## src/rtl/mode_select_input.sv

```systemverilog
`default_nettype none
// ============================================================================
// Module   : mode_select_input
// Purpose  : Cleans up two raw push-buttons for the counter/LED block.
//            Each button is synchronized (2 flops) and debounced (counter
//            filter). A short press of the mode button advances `value`
//            modulo 4, a long press forces it to 0. Each press of the enable
//            button toggles `enable`.
// Ports    : CLK          - single clock, rising edge
//            RST          - synchronous active-high reset
//            btn_mode     - raw mode button (async, high = pressed)
//            btn_en       - raw enable button (async, high = pressed)
//            value[1:0]   - registered mode code
//            enable       - registered enable level
//            mode_changed - registered one-cycle pulse on every write of value
// Revision : 1.0 - initial release
// ============================================================================
module mode_select_input #(
    parameter int DEBOUNCE_CYCLES = 16,
    parameter int HOLD_CYCLES     = 1024
) (
    input  logic       CLK,
    input  logic       RST,
    input  logic       btn_mode,
    input  logic       btn_en,
    output logic [1:0] value,
    output logic       enable,
    output logic       mode_changed
);

    localparam int c_DB_W = $clog2(DEBOUNCE_CYCLES);
    localparam int c_HC_W = $clog2(HOLD_CYCLES);
    localparam logic [c_DB_W-1:0] c_DB_LAST = c_DB_W'(DEBOUNCE_CYCLES - 1);
    localparam logic [c_HC_W-1:0] c_HC_LAST = c_HC_W'(HOLD_CYCLES - 1);

    // Channel 0 = mode button, channel 1 = enable button.
    logic [1:0]             w_raw;
    logic [1:0]             r_meta;
    logic [1:0]             r_sync;
    logic [1:0]             r_deb;
    logic [1:0]             r_deb_q;   // previous debounced level, for edge detect
    logic [1:0][c_DB_W-1:0] r_db_cnt;

    assign w_raw = {btn_en, btn_mode};

    // ------------------------------------------------------------------------
    // Synchronizer + debouncer, identical for both buttons. The counter tracks
    // how many consecutive samples have disagreed with the debounced level;
    // any agreeing sample (a bounce back) restarts it.
    // ------------------------------------------------------------------------
    always_ff @(posedge CLK) begin
        if (RST) begin
            r_meta   <= '0;
            r_sync   <= '0;
            r_deb    <= '0;
            r_deb_q  <= '0;
            r_db_cnt <= '0;
        end else begin
            r_meta  <= w_raw;
            r_sync  <= r_meta;
            r_deb_q <= r_deb;
            for (int i = 0; i < 2; i++) begin
                if (r_sync[i] == r_deb[i]) begin
                    r_db_cnt[i] <= '0;
                end else if (r_db_cnt[i] == c_DB_LAST) begin
                    r_deb[i]    <= r_sync[i];
                    r_db_cnt[i] <= '0;
                end else begin
                    r_db_cnt[i] <= r_db_cnt[i] + 1'b1;
                end
            end
        end
    end

    // ------------------------------------------------------------------------
    // Enable path: toggle on the debounced rising edge only.
    // ------------------------------------------------------------------------
    always_ff @(posedge CLK) begin
        if (RST) begin
            enable <= 1'b0;
        end else if (r_deb[1] && !r_deb_q[1]) begin
            enable <= ~enable;
        end
    end

    // ------------------------------------------------------------------------
    // Mode FSM
    // ------------------------------------------------------------------------
    typedef enum logic [1:0] {
        S_IDLE    = 2'd0,
        S_PRESSED = 2'd1,
        S_HELD    = 2'd2
    } state_t;

    state_t            r_state;
    state_t            w_state_nxt;
    logic [c_HC_W-1:0] r_hc;
    logic [c_HC_W-1:0] w_hc_nxt;
    logic [1:0]        w_value_nxt;
    logic              w_mc_nxt;
    logic              w_dm;
    logic              w_dm_rise;

    assign w_dm      = r_deb[0];
    assign w_dm_rise = r_deb[0] & ~r_deb_q[0];

    always_comb begin
        w_state_nxt = r_state;
        w_hc_nxt    = r_hc;
        w_value_nxt = value;
        w_mc_nxt    = 1'b0;
        case (r_state)
            S_IDLE: begin
                if (w_dm_rise) begin
                    w_state_nxt = S_PRESSED;
                    w_hc_nxt    = '0;
                end
            end
            S_PRESSED: begin
                if (!w_dm) begin
                    // Released before the hold time: short press.
                    w_value_nxt = value + 2'd1;
                    w_mc_nxt    = 1'b1;
                    w_state_nxt = S_IDLE;
                end else if (r_hc == c_HC_LAST) begin
                    // Long press clears even when value is already 0.
                    w_value_nxt = 2'd0;
                    w_mc_nxt    = 1'b1;
                    w_state_nxt = S_HELD;
                end else begin
                    w_hc_nxt = r_hc + 1'b1;
                end
            end
            S_HELD: begin
                // Wait for release; the release itself changes nothing.
                if (!w_dm) begin
                    w_state_nxt = S_IDLE;
                end
            end
            default: begin
                w_state_nxt = S_IDLE;
            end
        endcase
    end

    always_ff @(posedge CLK) begin
        if (RST) begin
            r_state      <= S_IDLE;
            r_hc         <= '0;
            value        <= 2'd0;
            mode_changed <= 1'b0;
        end else begin
            r_state      <= w_state_nxt;
            r_hc         <= w_hc_nxt;
            value        <= w_value_nxt;
            mode_changed <= w_mc_nxt;
        end
    end

endmodule
`default_nettype wire

```

## config.mk

```make
export PLATFORM = sky130hd
export DESIGN_NAME = mode_select_input
export DESIGN_NICKNAME = d
export VERILOG_FILES = /design/src/rtl/mode_select_input.sv
export SDC_FILE = /design/constraint.sdc
export NUM_CORES = 1
export LEC_CHECK = 0
export CAP_MARGIN = 20
export CORE_MARGIN = 1.5
export CORE_UTILIZATION = 56
export DETAILED_ROUTE_END_ITERATION = 10
export DONT_BUFFER_PORTS = 1
export PLACE_DENSITY = 0.71
export REMOVE_ABC_BUFFERS = 1
export SLEW_MARGIN = 10
export SYNTH_ARGS = -nofsm -noshare
export SYNTH_HDL_FRONTEND = slang
export SYNTH_SLANG_ARGS = --single-unit
```

## constraint.sdc

```tcl
create_clock -name CLK -period 2 [get_ports CLK]
set_clock_uncertainty 0.1 [all_clocks]
set_input_delay 0.4 -clock CLK [delete_from_list [all_inputs] [get_ports CLK]]
set_output_delay 0.4 -clock CLK [all_outputs]
set_load 0.02 [all_outputs]
```

Fig. 1: run 1, the metal 1 layer
Bar = 20 um. Supply wires on this layer in grey.
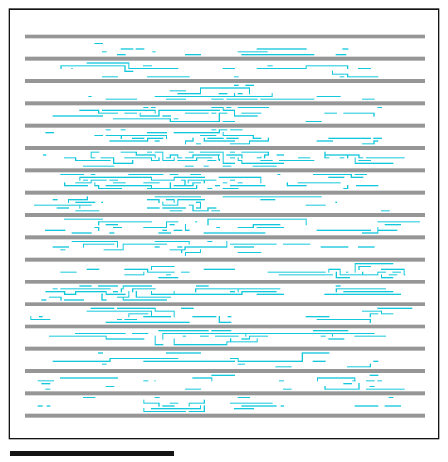
wire length on this layer	1100 um
nets with wire on the layer	155
main direction	horizontal

Fig. 2: run 1, met2 routing
Cells faint in the background.
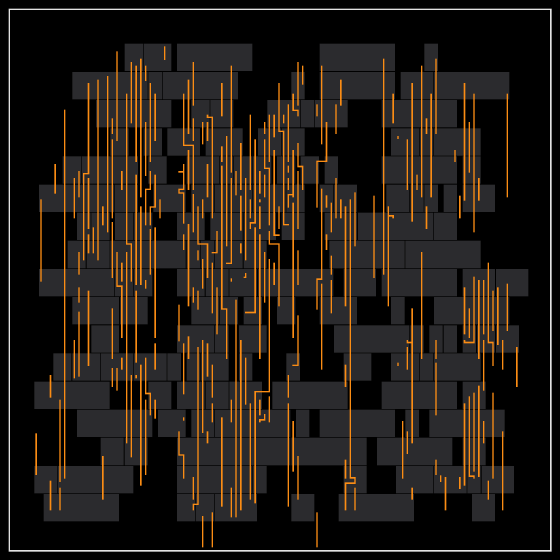
longest straight run	35.5 um
main direction	vertical
nets with wire on the layer	149
Routed Wire Length: 2590 um
detailed-route via count: 1115

==> flow_summary.toml, run 1 <==
# physical design summary
[global_routing]
grt_pass1_wl_um = 4420
first_global_vias = 1045
grt_start_max_net_pins = 26
globalRouteTotalUtil_pct = 22.9

[critical_path]
crit_required_ns = 2.15
timing.critical_path.from_type = "flop"
timing.rr.end = "r_hc[5]"
timing.critical_path.from = "r_hc[0]"
crit_end = "r_hc[5]"
crit_type = "reg -> reg"

[logic_synthesis]
ys_sh_aoi_pct = 14.9
synthSimpleGateAreaFrac_pct = 24.2
netlist_instances = 149
post_synthesis_instance_area_sq_um = 1360
library_cells_used_by_synthesis = 39
synth.yosys.seq_area_share_pct = 47.3
syn-mean-instance-area_sq_um = 9.09
post_synth_fa_ha_maj_area_fraction_pct = 2.77
cell_accounting_for_the_most_synthesized_area = "sky130_fd_sc_hd__dfxtp_1"
synthTopLogicFamily = "simple AND/OR/NAND/NOR gates"
synthTopCellsByArea = "sky130_fd_sc_hd__dfxtp_1 47%, sky130_fd_sc_hd__nor2_1 4.2%, sky130_fd_sc_hd__nor2b_1 4.2%, sky130_fd_sc_hd__xnor2_1 3.2%, sky130_fd_sc_hd__mux2i_1 3.0%"
synth_largest_type_area_fraction_pct = 47.3

[floorplanning]
std_cell_rows = 17
chipWidth_um = 52.2
io_pins = 8
fp-utilization_pct = 60.1
die_height_um = 52.2

[timing]
count_of_pins_over_their_slew_limit = 0
worst-slew-pin-transition_ns = 0.425
hold_ws_ns = 0.0202
fmaxAchievable_mhz = 535

[placed_design]
routability_driven_placement_congestion_ratio = 0.829
number_of_buffer_cells_added_on_primary_ports = 0

[final_layout]
final_common_cell = "sky130_fd_sc_hd__dfxtp_1"
layout-drive-gt1-share_pct = 11.4
num_antenna_cells = 0

[cts]
cts_inserted_buffers = 5
clk-insertion-delay-late_ns = 0.34
clk_root_buffer_cell = "sky130_fd_sc_hd__clkbuf_4"
cts_tree = "done"
cts.sinks = 32
cts_hold_buf = 0
htree_levels = 2

[outcome]
outcome = "finished, final reports clean"

[min_path]
min_from = "RST"
whs_endpoint = "r_deb[0]"

[power_and_ir_drop]
cellPowerDensity_nw_per_um2 = 756
power_leakage_nw = 0.515

[job]
max-cap-violations = 0
tool_warnings = 25

[routing]
ant_nets = 0
wl_met1_um = 1100
Fig. 3: run 1, M3 wires
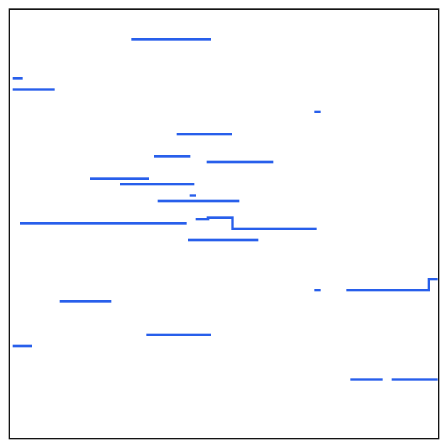
wire length on this layer	141 um
main direction	horizontal
nets with wire on the layer	15
share of all routed wire	5.4%
GR Layer Usage met3: 6.29%

[run 1: kinds of logic after synthesis]
kind of cell | count (synthesis)
fa+ha+maj | 3
xor+xnor | 7
compound gates | 29
mux | 4
flops | 32
simple gates | 63
buf+inv | 11
[run 1: cell usage after synthesis, drive strengths merged]
cell type,count
a211o,1
a211oi,1
a21oi,6
a311oi,3
a31o,1
a31oi,3
a41oi,1
and2,2
and3,3
and4,1
buf,2
clkbuf,3
dfxtp,32
ha,3
inv,6
mux2i,4
nand2,9
nand2b,1
nand3,6
nand3b,1
nand4,1
nor2,15
nor2b,9
nor3,6
nor4,3
nor4b,1
o2111a,1
o21ai,7
o311ai,1
o31a,1
o31ai,2
o41ai,1
or2b,1
or3,3
or4,1
xnor2,5
xor2,2
[run 1: flip-flops by register name, indices dropped and copies added, names as in the netlist]
register,cells
value,2
r_sync,2
r_state,2
r_meta,2
r_deb_q,2
mode_changed,1
r_hc,10
r_db_cnt,8
r_deb,2
enable,1
[run 1: cell type report]
cell class / instances / area [sq um]
timing repair buffer: 6 / 45.0
sequential: 32 / 641
inverter: 6 / 22.5
clock buffer: 6 / 41.3
tap: 28 / 35.0
multi-input combinational: 106 / 671
clock inverter: 2 / 35.0
fill: 195 / 764
[run 1: power breakdown]
group          internal [mW]  switching, mW
clock network          0.262          0.212
registers              0.642        0.00249
logic                0.00466        0.00380
[run 1: critical path: stages, from the launching register on]
cell                       delay, ns
sky130_fd_sc_hd__dfxtp_1        0.38
sky130_fd_sc_hd__ha_2           0.24
sky130_fd_sc_hd__nand4_1        0.18
sky130_fd_sc_hd__nor4_1         0.30
sky130_fd_sc_hd__buf_4          0.21
sky130_fd_sc_hd__nor2_1         0.10
sky130_fd_sc_hd__a311oi_1       0.27
Fig. 4: run 1, wire density map
The die is cut into 10 by 10 equal tiles; dark blue is low, red is high, scaled to the fullest tile. Values are wire area over tile area, all layers added.
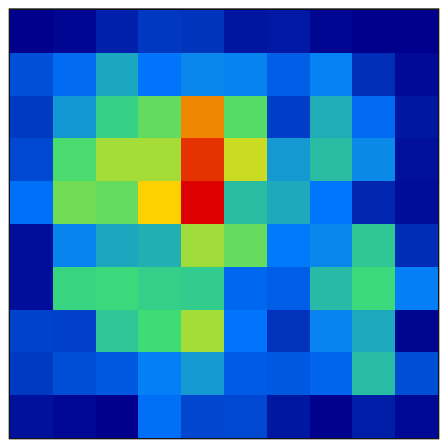

==> run 1 -> run 2 <==
GPL_TIMING_DRIVEN = 0   (was not set)
REMOVE_ABC_BUFFERS = not set   (was 1)
Fig. 5: run 2, wire density map
The die is cut into 10 by 10 equal tiles; dark blue is low, red is high, scaled to the fullest tile. Values are wire area over tile area, all layers added.
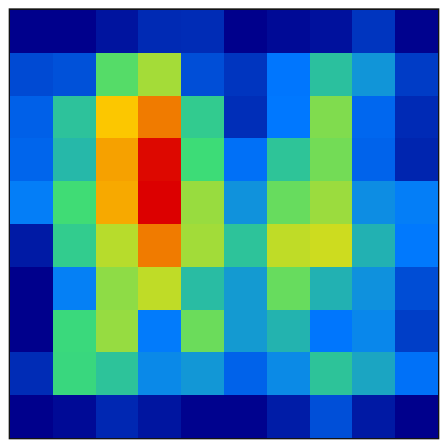
densest ninth of the die	centre
tiles over half the peak	25%
nearly empty tiles	10%
fullest tile	0.48
Routed Wire Length: 2630 um
detailed-route via count: 1082
detail-routed net length per standard cell: 14.0 um

Fig. 6: run 2, M3 wires
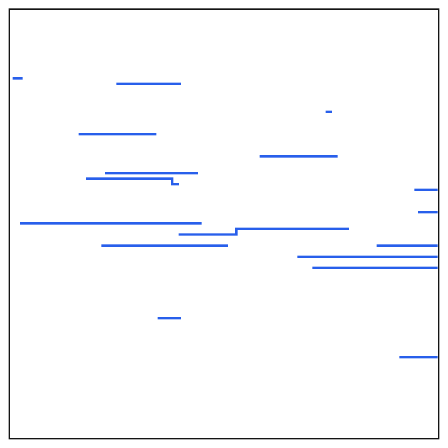
share of all routed wire	6.0%
nets with wire on the layer	11
longest straight run	21.8 um
wire length on this layer	158 um
main direction	horizontal

==> run 2 against run 1 <==
Net effect:
- wire length grew 1.3%
- hold slack gained 0.026 ns
- global-route usage shrank 1.2 points
- critical path type unchanged
==> flow_summary.toml, run 2 <==
# physical design summary
[outcome]
outcome = "finished, final reports clean"

[timing]
worst-slew-pin-transition_ns = 0.492
finalHoldViolCount = 0
timing.final.ws_setup_ns = 0.0402
fmaxAchievable_mhz = 510
hold_ws_ns = 0.0458
timing.setup.tns_ns = 0
count_of_pins_over_their_slew_limit = 0

[cts]
cts_tree = "done"
htree_levels = 2
cts_inserted_buffers = 5
clk_root_buffer_cell = "sky130_fd_sc_hd__clkbuf_4"
cts_hold_buf = 0
clk-insertion-delay-late_ns = 0.34
cts.sinks = 32

[logic_synthesis]
mux_area_share_pct = 2.95
syn-mean-instance-area_sq_um = 9.09
most_common_cell = "sky130_fd_sc_hd__dfxtp_1"
cell_accounting_for_the_most_synthesized_area = "sky130_fd_sc_hd__dfxtp_1"
synthArstFlopShare_pct = 0
ys_dominant_reg_cell = "sky130_fd_sc_hd__dfxtp_1"
synthTopCellsByCount = "32 x sky130_fd_sc_hd__dfxtp_1, 15 x sky130_fd_sc_hd__nor2_1, 9 x sky130_fd_sc_hd__nand2_1, 9 x sky130_fd_sc_hd__nor2b_1, 7 x sky130_fd_sc_hd__o21ai_0"
synthSimpleGateAreaFrac_pct = 24.2
synth-edff-count = 0
synth_largest_type_area_fraction_pct = 47.3
netlist_instances = 149
post_synth_fa_ha_maj_area_fraction_pct = 2.77
post_synthesis_instance_area_sq_um = 1360
library_cells_used_by_synthesis = 39
synthTopLogicFamily = "simple AND/OR/NAND/NOR gates"
synthTopCellsByArea = "sky130_fd_sc_hd__dfxtp_1 47%, sky130_fd_sc_hd__nor2_1 4.2%, sky130_fd_sc_hd__nor2b_1 4.2%, sky130_fd_sc_hd__xnor2_1 3.2%, sky130_fd_sc_hd__mux2i_1 3.0%"
ys_sh_aoi_pct = 14.9
synthXorXnorAreaFrac_pct = 4.52
synth.yosys.seq_area_share_pct = 47.3
ys.warnings.count = 0

[final_layout]
seqCellArea_sq_um = 641
flow.area_growth_from_synthesis_pct = 13.3
num_antenna_cells = 0
final_stage_net_count = 166
largest_registers = "r_hc (10), r_db_cnt (8)"
lay_top_cells = "32 x sky130_fd_sc_hd__dfxtp_1, 15 x sky130_fd_sc_hd__nor2_1, 9 x sky130_fd_sc_hd__nand2_1, 9 x sky130_fd_sc_hd__nor2b_1, 7 x sky130_fd_sc_hd__o21ai_0"
largest_register_ffs = 10
final_common_cell = "sky130_fd_sc_hd__dfxtp_1"
largest-register = "r_hc"
combGateArea_sq_um = 693
layout-drive-gt1-share_pct = 12.5
n_fill_cell = 184

[job]
max-cap-violations = 0
tool_warnings = 26

[floorplanning]
fp-utilization_pct = 60.1
chipWidth_um = 52.2
io_pins = 8
std_cell_rows = 17
die_height_um = 52.2
chip_area_sq_um = 2720

[routing]
ant_nets = 0
violation_count_after_the_first_detailed_route_iteration = 17
first_pass_iters = 4
wl_met3_um = 158
route.detailed.vias_per_inst = 5.76
wl_met1_um = 1140

[placed_design]
place_ws_ns = -0.0490
hpwlAfterDp_um = 1820
routability_driven_placement_congestion_ratio = 0.847
number_of_buffer_cells_added_on_primary_ports = 0

[critical_path]
cpMaxStageDelayCell = "sky130_fd_sc_hd__dfxtp_1"
timing.critical_path.from_type = "flop"
timing.critical_path.cells = "ha_4 > nand4_1 > nor4_2 > buf_4 > nor2_1 > a311oi_1"
crit_required_ns = 2.14
critPathMaxStageDelay_ns = 0.42
crit_type = "reg -> reg"

[global_routing]
grt_pass1_wl_um = 4250
grt_start_max_net_pins = 11
globalRouteTotalUtil_pct = 21.8
globalRouteMet3Util_pct = 6.57
first_global_vias = 1000

[power_and_ir_drop]
cellPowerDensity_nw_per_um2 = 786
power_leakage_nw = 0.526
## run 2: cell type report
type | instances | share of cell area, %
inverters | 6 | 1.47
clock inverters | 1 | 1.96
clock buffers | 7 | 4.24
repair buffers | 3 | 1.47
plain buffers | 5 | 1.71
well taps | 28 | 2.28
multi-input cells | 106 | 45.2
flip-flops and latches | 32 | 41.7
## run 2: per-stage QoR
step | instances | power, mW | area [sq um]
global placement | 177 | 0.674 | 1390
global route | 188 | 1.25 | 1540
finish | 188 | 1.21 | 1540
detailed placement | 177 | 0.675 | 1390
CTS | 185 | 1.22 | 1490
floorplan | 149 | 0.670 | 1360
## run 2: where the power goes
group | internal, mW | switching [mW] | total (mW)
Sequential | 0.642 | 0.00243 | 0.644
Combinational | 0.00541 | 0.0102 | 0.0156
Clock | 0.332 | 0.216 | 0.548
## run 2: path summary, 6_finish.rpt
path	startpoint	end	cells after the start
setup / recovery	r_hc[0]	r_hc[4]	6
hold / removal	RST	r_deb_q[0]	1
hold reg to reg	r_meta[1]	r_sync[1]	1
setup reg to reg	r_hc[0]	r_hc[4]	6
## run 2: logic make-up (layout without fill, tap and decap cells)
| group | after synthesis | after routing |
|---|---|---|
| AND/OR/NAND/NOR | 63 | 63 |
| flip-flops | 32 | 32 |
| AND-OR/OR-AND | 29 | 29 |
| buffers and inverters | 11 | 22 |
| XOR/XNOR | 7 | 7 |
| multiplexers | 4 | 4 |
| adder cells (fa/ha/maj) | 3 | 3 |
## run 2: critical path, delay by kind of cell, from the launching register on
kind | cells | cell delay (ns)
AND/OR/NAND/NOR | 3 | 0.63
flip-flops | 1 | 0.42
AND-OR/OR-AND | 1 | 0.30
buffers and inverters | 1 | 0.22
adder cells (fa/ha/maj) | 1 | 0.19
Fig. 7: run 2, met2 routing
Cells faint in the background.
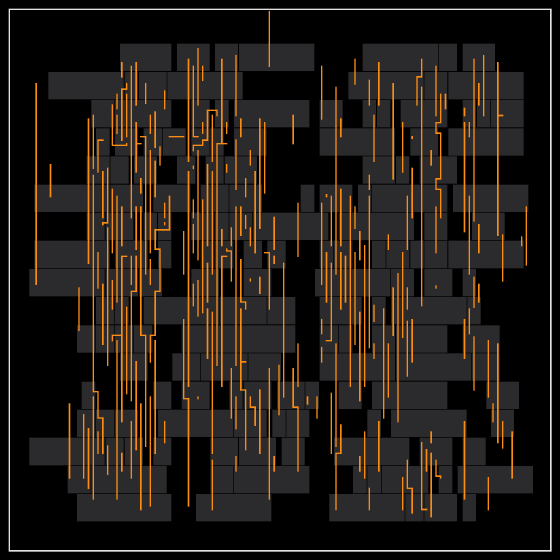

==> run 2 -> run 3 <==
SLEW_MARGIN = not set   (was 10)
clock period = 1.92 ns   (was 2 ns; I/O delays follow)
Fig. 8: run 3, met2 routing
Cells faint in the background.
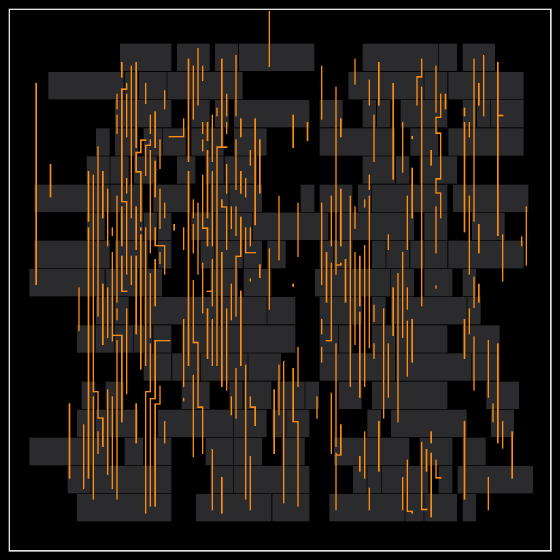
nets with wire on the layer	146
share of all routed wire	48%
main direction	vertical
GR met2 Demand/Resource: 36.3%
Routed Wire Length: 2640 um
detailed-route via count: 1085

==> run 3 against run 2 <==
Net effect:
- die size is the same
- critical path depth is the same
- hold slack lost 0.018 ns
- critical path type unchanged
- critical endpoint unchanged
==> flow_summary.toml, run 3 <==
# physical design summary
[outcome]
outcome = "finished, final reports clean"

[logic_synthesis]
synthArstFlopShare_pct = 0
synthTopCellsByArea = "sky130_fd_sc_hd__dfxtp_1 47%, sky130_fd_sc_hd__nor2_1 4.2%, sky130_fd_sc_hd__nor2b_1 4.2%, sky130_fd_sc_hd__xnor2_1 3.2%, sky130_fd_sc_hd__mux2i_1 3.0%"
syn-mean-instance-area_sq_um = 9.09
synth_largest_type_area_fraction_pct = 47.3
ys_dominant_reg_cell = "sky130_fd_sc_hd__dfxtp_1"
library_cells_used_by_synthesis = 39
synthTopCellsByCount = "32 x sky130_fd_sc_hd__dfxtp_1, 15 x sky130_fd_sc_hd__nor2_1, 9 x sky130_fd_sc_hd__nand2_1, 9 x sky130_fd_sc_hd__nor2b_1, 7 x sky130_fd_sc_hd__o21ai_0"
most_common_cell = "sky130_fd_sc_hd__dfxtp_1"
synth.yosys.seq_area_share_pct = 47.3
synth-edff-count = 0

[floorplanning]
io_pins = 8
die_height_um = 52.2
std_cell_rows = 17
fp-utilization_pct = 60.1
chip_area_sq_um = 2720

[final_layout]
final_stage_net_count = 166
sh_comb_area_pct = 45.1
num_antenna_cells = 0
n_fill_cell = 180
layout.non_clock_inverters = 6
seqCellArea_sq_um = 643
final.clkbuf_count = 7
top_area_cell_class = "logic gates"
final_common_cell = "sky130_fd_sc_hd__dfxtp_1"
lay_top_cells = "30 x sky130_fd_sc_hd__dfxtp_1, 15 x sky130_fd_sc_hd__nor2_1, 9 x sky130_fd_sc_hd__nand2_1, 9 x sky130_fd_sc_hd__nor2b_1, 7 x sky130_fd_sc_hd__o21ai_0"
seq_area_share_pct = 41.8
largest_register_ffs = 10
nNonClkBuffers = 8

[critical_path]
timing.rr.end = "r_hc[4]"
r2r-start = "r_hc[0]"
timing.critical_path.from = "r_hc[0]"
timing.critical_path.from_type = "flop"
timing.reg2reg.worst_path_depth = 6
crit_required_ns = 2.06

[global_routing]
globalRouteTotalUtil_pct = 22.3

[placed_design]
hpwlAfterDp_um = 1820
place_area_sq_um = 1390

[power_and_ir_drop]
power_frac_comb_pct = 1.3
power_leakage_nw = 0.527
switching_share_pct = 19.1
switchingPower_uw = 240

[routing]
wl_met3_um = 102
route.detailed.vias_per_inst = 5.77
wl_met1_um = 1210
post_drt_wl_per_cell_um = 14.0

[timing]
finalHoldViolCount = 0

[cts]
clk_root_buffer_cell = "sky130_fd_sc_hd__clkbuf_4"
clk-insertion-delay-late_ns = 0.34

[min_path]
whs_path_depth = 1
whs_endpoint = "r_deb_q[0]"

[job]
max-cap-violations = 0
tool_warnings = 26
Fig. 9: run 3, the metal 1 layer
Bar = 20 um. Supply wires on this layer in grey.
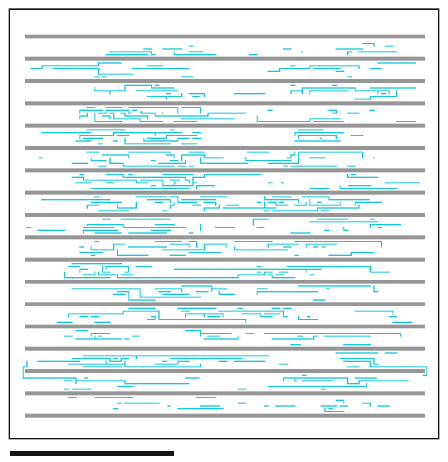
main direction	horizontal
wire length on this layer	1210 um
met1 layer usage reported by global route: 26.4%

==> run 3: cell counts after synthesis <==
No cell type changed its count.
==> run 3: worst max-delay path, stage by stage, from the launching register on <==
cell and delay, ns:
sky130_fd_sc_hd__dfxtp_2 0.38, sky130_fd_sc_hd__ha_4 0.17, sky130_fd_sc_hd__nand4_1 0.15, sky130_fd_sc_hd__nor4_2 0.35, sky130_fd_sc_hd__buf_4 0.19, sky130_fd_sc_hd__nor2_1 0.09
sky130_fd_sc_hd__a311oi_1 0.30
==> run 3: stage by stage <==
stage / setup WS, ns / hold WS (ns)
floorplan: 0.201 / 0.314
detailed placement: -0.129 / 0.333
global placement: -0.0241 / 0.329
CTS: 0.0475 / 0.0213
finish: 0.0971 / 0.0279
global route: 0.00920 / 0.0238
==> run 3: routing by layer <==
metal / up-vias / global-route usage [%]
met5: - / 0
met4: 0 / 12.0
met3: 7 / 6.57
met2: 16 / 36.3
met1: 506 / 26.4
li1: 556 / -
==> run 3: power by group through the flow <==
stage | Combinational, mW | Clock [mW] | Sequential [mW]
finish | 0.0164 | 0.572 | 0.671
global route | 0.0187 | 0.608 | 0.672
CTS | 0.0164 | 0.578 | 0.671
detailed placement | 0.0166 | 0 | 0.686
global placement | 0.0163 | 0 | 0.686
floorplan | 0.0126 | 0 | 0.686
==> run 3: cell families (layout without fill, tap and decap cells) <==
| logic type | count (synthesis) | after routing | synth area share (%) |
|---|---|---|---|
| simple gates | 63 | 63 | 24.2 |
| flops | 32 | 32 | 47.3 |
| compound gates | 29 | 29 | 14.9 |
| buf+inv | 11 | 22 | 3.42 |
| xor+xnor | 7 | 7 | 4.52 |
| mux | 4 | 4 | 2.95 |
| fa+ha+maj | 3 | 3 | 2.77 |
Power and IR drop assume default switching activity.
